Figure 1. Placement by cell class.
Fill, decap, tap and diode cells in gray.
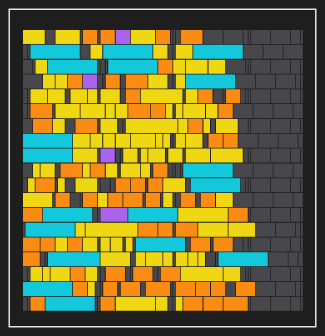
Figure 2. Metal layers overlaid.
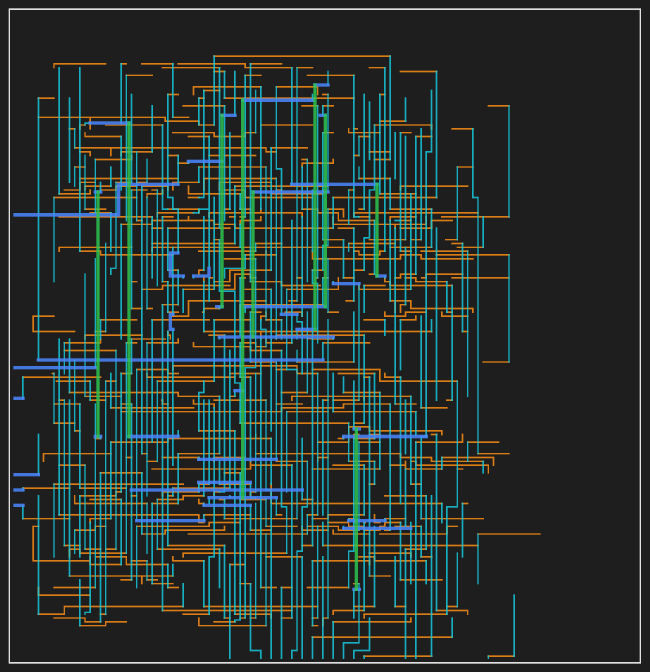
Figure 3. Placed standard cells.
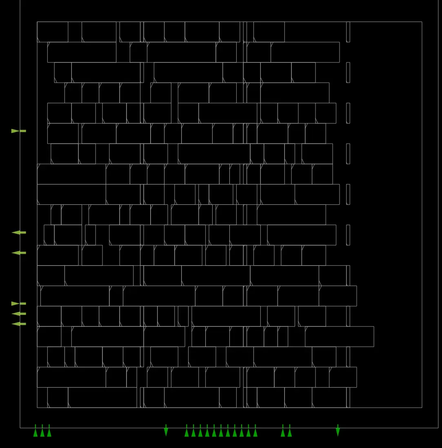
Figure 4. Cells by drive strength.
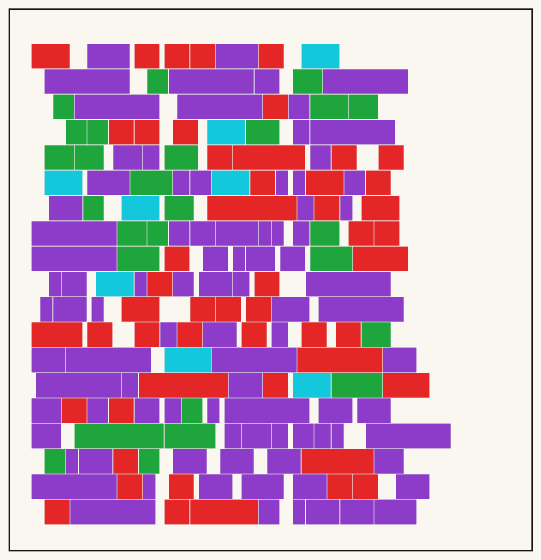
$ cat src/rtl/bunny_hit_gen.sv
// Collision detector for the bunny runner: one registered hit pulse per collision,
// followed by a tick-timed invulnerability window with sprite blink, until game over.
module bunny_hit_gen #(
    parameter int HIT_X_MIN      = 8,
    parameter int HIT_X_MAX      = 15,
    parameter int COOLDOWN_TICKS = 64,
    parameter int BLINK_DIV      = 8,
    parameter int MAX_HITS       = 3
) (
    input  logic       clk,
    input  logic       rst,
    input  logic       tick,
    input  logic       restart,
    input  logic       die,
    input  logic [1:0] bunny_lane,
    input  logic       obs_valid,
    input  logic [1:0] obs_lane,
    input  logic [7:0] obs_x,
    output logic       hit,
    output logic       invuln,
    output logic       blink,
    output logic [1:0] hits_taken,
    output logic       dead
);

    localparam int CD_W = $clog2(COOLDOWN_TICKS + 1);
    // A 1-bit blink counter stands in when BLINK_DIV is 1 (toggle on every tick).
    localparam int BL_W = (BLINK_DIV > 1) ? $clog2(BLINK_DIV) : 1;

    localparam logic [1:0] ARMED    = 2'd0;
    localparam logic [1:0] HIT      = 2'd1;
    localparam logic [1:0] COOLDOWN = 2'd2;
    localparam logic [1:0] DEAD     = 2'd3;

    localparam logic [CD_W-1:0] CD_LOAD  = CD_W'(COOLDOWN_TICKS);
    localparam logic [CD_W-1:0] CD_ONE   = CD_W'(1);
    localparam logic [BL_W-1:0] BL_LAST  = BL_W'(BLINK_DIV - 1);
    localparam logic [BL_W-1:0] BL_ONE   = BL_W'(1);
    localparam logic [1:0]      HITS_MAX = 2'(MAX_HITS);
    localparam logic [7:0]      X_MIN    = 8'(HIT_X_MIN);
    localparam logic [7:0]      X_MAX    = 8'(HIT_X_MAX);

    logic [1:0]      state_r, state_s;
    logic [CD_W-1:0] cd_cnt_r, cd_cnt_s;
    logic [BL_W-1:0] blink_cnt_r, blink_cnt_s;
    logic            hit_r, hit_s;
    logic            invuln_r, invuln_s;
    logic            blink_r, blink_s;
    logic [1:0]      hits_r, hits_s;
    logic            dead_r, dead_s;
    logic            collide_s;

    // Overlap test, evaluated every clock regardless of tick.
    always_comb begin
        collide_s = obs_valid && (obs_lane == bunny_lane) &&
                    (obs_x >= X_MIN) && (obs_x <= X_MAX);
    end

    // Next-state and next-output logic; restart overrides everything.
    always_comb begin
        state_s     = state_r;
        cd_cnt_s    = cd_cnt_r;
        blink_cnt_s = blink_cnt_r;
        hit_s       = 1'b0;
        invuln_s    = invuln_r;
        blink_s     = blink_r;
        hits_s      = hits_r;
        dead_s      = dead_r;
        if (restart) begin
            state_s     = ARMED;
            cd_cnt_s    = '0;
            blink_cnt_s = '0;
            invuln_s    = 1'b0;
            blink_s     = 1'b0;
            hits_s      = 2'd0;
            dead_s      = 1'b0;
        end else begin
            case (state_r)
                ARMED: begin
                    if (collide_s) begin
                        state_s = HIT;
                        hit_s   = 1'b1;
                        if (hits_r < HITS_MAX) begin
                            hits_s = hits_r + 2'd1;
                        end else begin
                            hits_s = hits_r;
                        end
                    end else if (die) begin
                        state_s = DEAD;
                        dead_s  = 1'b1;
                    end else begin
                        state_s = ARMED;
                    end
                end
                HIT: begin
                    // hits_r already holds the post-hit count here.
                    if ((hits_r == HITS_MAX) || die) begin
                        state_s = DEAD;
                        dead_s  = 1'b1;
                    end else begin
                        state_s     = COOLDOWN;
                        cd_cnt_s    = CD_LOAD;
                        blink_cnt_s = '0;
                        blink_s     = 1'b1;
                        invuln_s    = 1'b1;
                    end
                end
                COOLDOWN: begin
                    if (die) begin
                        state_s     = DEAD;
                        dead_s      = 1'b1;
                        invuln_s    = 1'b0;
                        blink_s     = 1'b0;
                        cd_cnt_s    = '0;
                        blink_cnt_s = '0;
                    end else if (tick) begin
                        if (cd_cnt_r <= CD_ONE) begin
                            state_s     = ARMED;
                            invuln_s    = 1'b0;
                            blink_s     = 1'b0;
                            cd_cnt_s    = '0;
                            blink_cnt_s = '0;
                        end else begin
                            cd_cnt_s = cd_cnt_r - CD_ONE;
                            if (blink_cnt_r == BL_LAST) begin
                                blink_cnt_s = '0;
                                blink_s     = ~blink_r;
                            end else begin
                                blink_cnt_s = blink_cnt_r + BL_ONE;
                            end
                        end
                    end else begin
                        state_s = COOLDOWN;
                    end
                end
                DEAD: begin
                    state_s = DEAD;
                end
                default: begin
                    state_s     = ARMED;
                    cd_cnt_s    = '0;
                    blink_cnt_s = '0;
                    invuln_s    = 1'b0;
                    blink_s     = 1'b0;
                    dead_s      = 1'b0;
                end
            endcase
        end
    end

    // State and output registers with asynchronous reset.
    always_ff @(posedge clk or posedge rst) begin
        if (rst) begin
            state_r     <= ARMED;
            cd_cnt_r    <= '0;
            blink_cnt_r <= '0;
            hit_r       <= 1'b0;
            invuln_r    <= 1'b0;
            blink_r     <= 1'b0;
            hits_r      <= 2'd0;
            dead_r      <= 1'b0;
        end else begin
            state_r     <= state_s;
            cd_cnt_r    <= cd_cnt_s;
            blink_cnt_r <= blink_cnt_s;
            hit_r       <= hit_s;
            invuln_r    <= invuln_s;
            blink_r     <= blink_s;
            hits_r      <= hits_s;
            dead_r      <= dead_s;
        end
    end

    assign hit        = hit_r;
    assign invuln     = invuln_r;
    assign blink      = blink_r;
    assign hits_taken = hits_r;
    assign dead       = dead_r;

endmodule
$ cat config.mk
export PLATFORM = sky130hd
export DESIGN_NAME = bunny_hit_gen
export DESIGN_NICKNAME = d
export VERILOG_FILES = /design/src/rtl/bunny_hit_gen.sv
export SDC_FILE = /design/constraint.sdc
export NUM_CORES = 1
export LEC_CHECK = 0
export CORE_AREA = 2 2 54 56
export DETAILED_ROUTE_END_ITERATION = 8
export DIE_AREA = 0 0 56 58
export GPL_ROUTABILITY_DRIVEN = 0
export PLACE_DENSITY = 0.83
export SLEW_MARGIN = 20
export SYNTH_ARGS = -nofsm -noshare
export SYNTH_HDL_FRONTEND = slang
export SYNTH_SLANG_ARGS = --single-unit
$ cat constraint.sdc
create_clock -name clk -period 1.8 [get_ports clk]
set_clock_uncertainty 0.15 [all_clocks]
set_input_delay 0.36 -clock clk [delete_from_list [all_inputs] [get_ports clk]]
set_output_delay 0.36 -clock clk [all_outputs]
set_load 0.01 [all_outputs]
==> results.toml <==
# implementation run metrics
[status]
status = "finished with violations"
violations = "negative setup slack"

[global_route]
grt_start_max_net_pins = 19
grt_pass1_wl_um = 5747
antenna_found_initial = 0

[drt]
drt_wl_total_um = 4099
top_layer_used = "met4"
drt_first_pass_iters = 4
drt_iter0_markers = 68

[hold_path]
hold_class = "input port to async pin"

[layout]
nMultiInputCombCells = 88
clk_share_pct = 1.945
num-nonclk-inverters = 4
area_share_nonclk_buffers_pct = 29.18
sh_seq_area_pct = 24.21
largest_cell_class = "logic gates"
diodes = 0

[yosys]
ys_dominant_reg_cell = "dfrtp_1"
ys_async_sr_fraction_pct = 100.0
top_cells_by_count = "dfrtp_1, nand2_1, nor2_1"
synth.most_common_cell = "dfrtp_1"
syn_area_um2 = 1142
syn_area_per_cell_um2 = 10.11
top_area_cell = "dfrtp_1"

[cts]
cts_root_buffer = "clkbuf_4"
post_cts_resized = 22
cts_max_level = 1

[floorplanning]
ios = 24

[pwr]
irDropWorstVdd_mv = 0.5783
combPwrFrac_pct = 32.8
p_leak_uw = 0.0008634

[worst_setup_path]
cp.arrival_ps = 2120
critPathMaxStageDelay_ps = 430

[final_timing]
setup_slack_ps = -226.7
post-route-period-util_pct = 112.6
setup_viol = 14
Notes on Figure 1 above:
combinational and other logic: drawn in yellow, cells 92, share of their area 43%. clock drivers and dummy loads: drawn in purple, cells 4, share of their area 2.0%. flops: drawn in cyan, cells 18, share of their area 25%. other buffers and delay cells: drawn in orange, cells 62, share of their area 30%.
row count: 19
final core occ: 70.07%
Final Cell Area: 1866 µm²
Core Area: 2663 µm²

Notes on Figure 2 above:
metal 4: drawn in green, wire length 176 µm. metal 1: drawn in orange, wire length 1510 µm. metal 3: drawn in blue, wire length 180 µm. metal 2: drawn in cyan, wire length 2230 µm.
DR vias: 1257
drt wl/cell: 19.80 µm
Total GRT Usage: 22.63%

Notes on Figure 3 above:
Flop Count: 18
Tapcells: 31

Notes on Figure 4 above:
_6 and larger: drawn in cyan, cells 8. _2 cells: drawn in green, cells 26. _3 and _4 cells: drawn in red, cells 51. _0 and _1 cells: drawn in purple, cells 91.
area added between synthesis and finish: 63.31%
Non-clk bufs: 62
final setup margin: -226.7 ps

==> state kept, by name, indices dropped and copies added (netlist names) <==
| name | cells |
|---|---|
| blink | 1 |
| blink_cnt_r | 3 |
| invuln | 1 |
| hit | 1 |
| dead | 1 |
| state_r | 2 |
| hits_taken | 2 |
| cd_cnt_r | 7 |
==> cell usage in the layout, fill, tap and decap left out, drive strengths merged, types with 4 or more instances in the layout <==
cell            n
buf            42
dfrtp          18
clkdlybuf4s50  16
nand2          11
o21ai          10
nor2            9
nor3            7
ha              5
inv             4
a21oi           4
clkbuf          4
o31ai           4
==> critical path, delay by kind of cell (launching register included) <==
kind            cells  cell delay, ps
flops               1             430
simple gates        2             780
compound gates      2             400
fa+ha+maj           1             200
==> final timing paths <==
kind	start	end	slack, ps	cells after the start
worst max-delay path	hits_taken[1]$_DFFE_PP0P_	cd_cnt_r[1]$_DFFE_PP0P_	-230	5
worst max register to register	hits_taken[1]$_DFFE_PP0P_	cd_cnt_r[1]$_DFFE_PP0P_	-230	5
worst min register to register	invuln$_DFFE_PP0P_	invuln$_DFFE_PP0P_	360	1
min in group clk	obs_valid	hit$_DFF_PP0_	350	5
max in group asynchronous	rst	state_r[1]$_DFFE_PP0P_	1060	3
worst min-delay path	rst	invuln$_DFFE_PP0P_	220	3
==> power by group through the flow <==
stage	combinational [µW]	clock, µW	sequential (µW)
after floorplan	153	0	470
after global placement	267	0	470
after detailed placement	280	0	474
after CTS	321	264	472
after global routing	390	287	482
final	367	271	479
==> cells by family (layout without fill, tap and decap cells) <==
group,count (synthesis),after routing,synth area share (%)
adder cells (fa/ha/maj),5,5,5.476
flip-flops,18,18,39.43
AND/OR/NAND/NOR,48,48,24.86
AND-OR/OR-AND,30,30,22.02
XOR/XNOR,2,2,1.534
buffers and inverters,7,70,3.832
multiplexers,3,3,2.848
Power figures rest on the tool's default switching activity, not on a simulated workload.
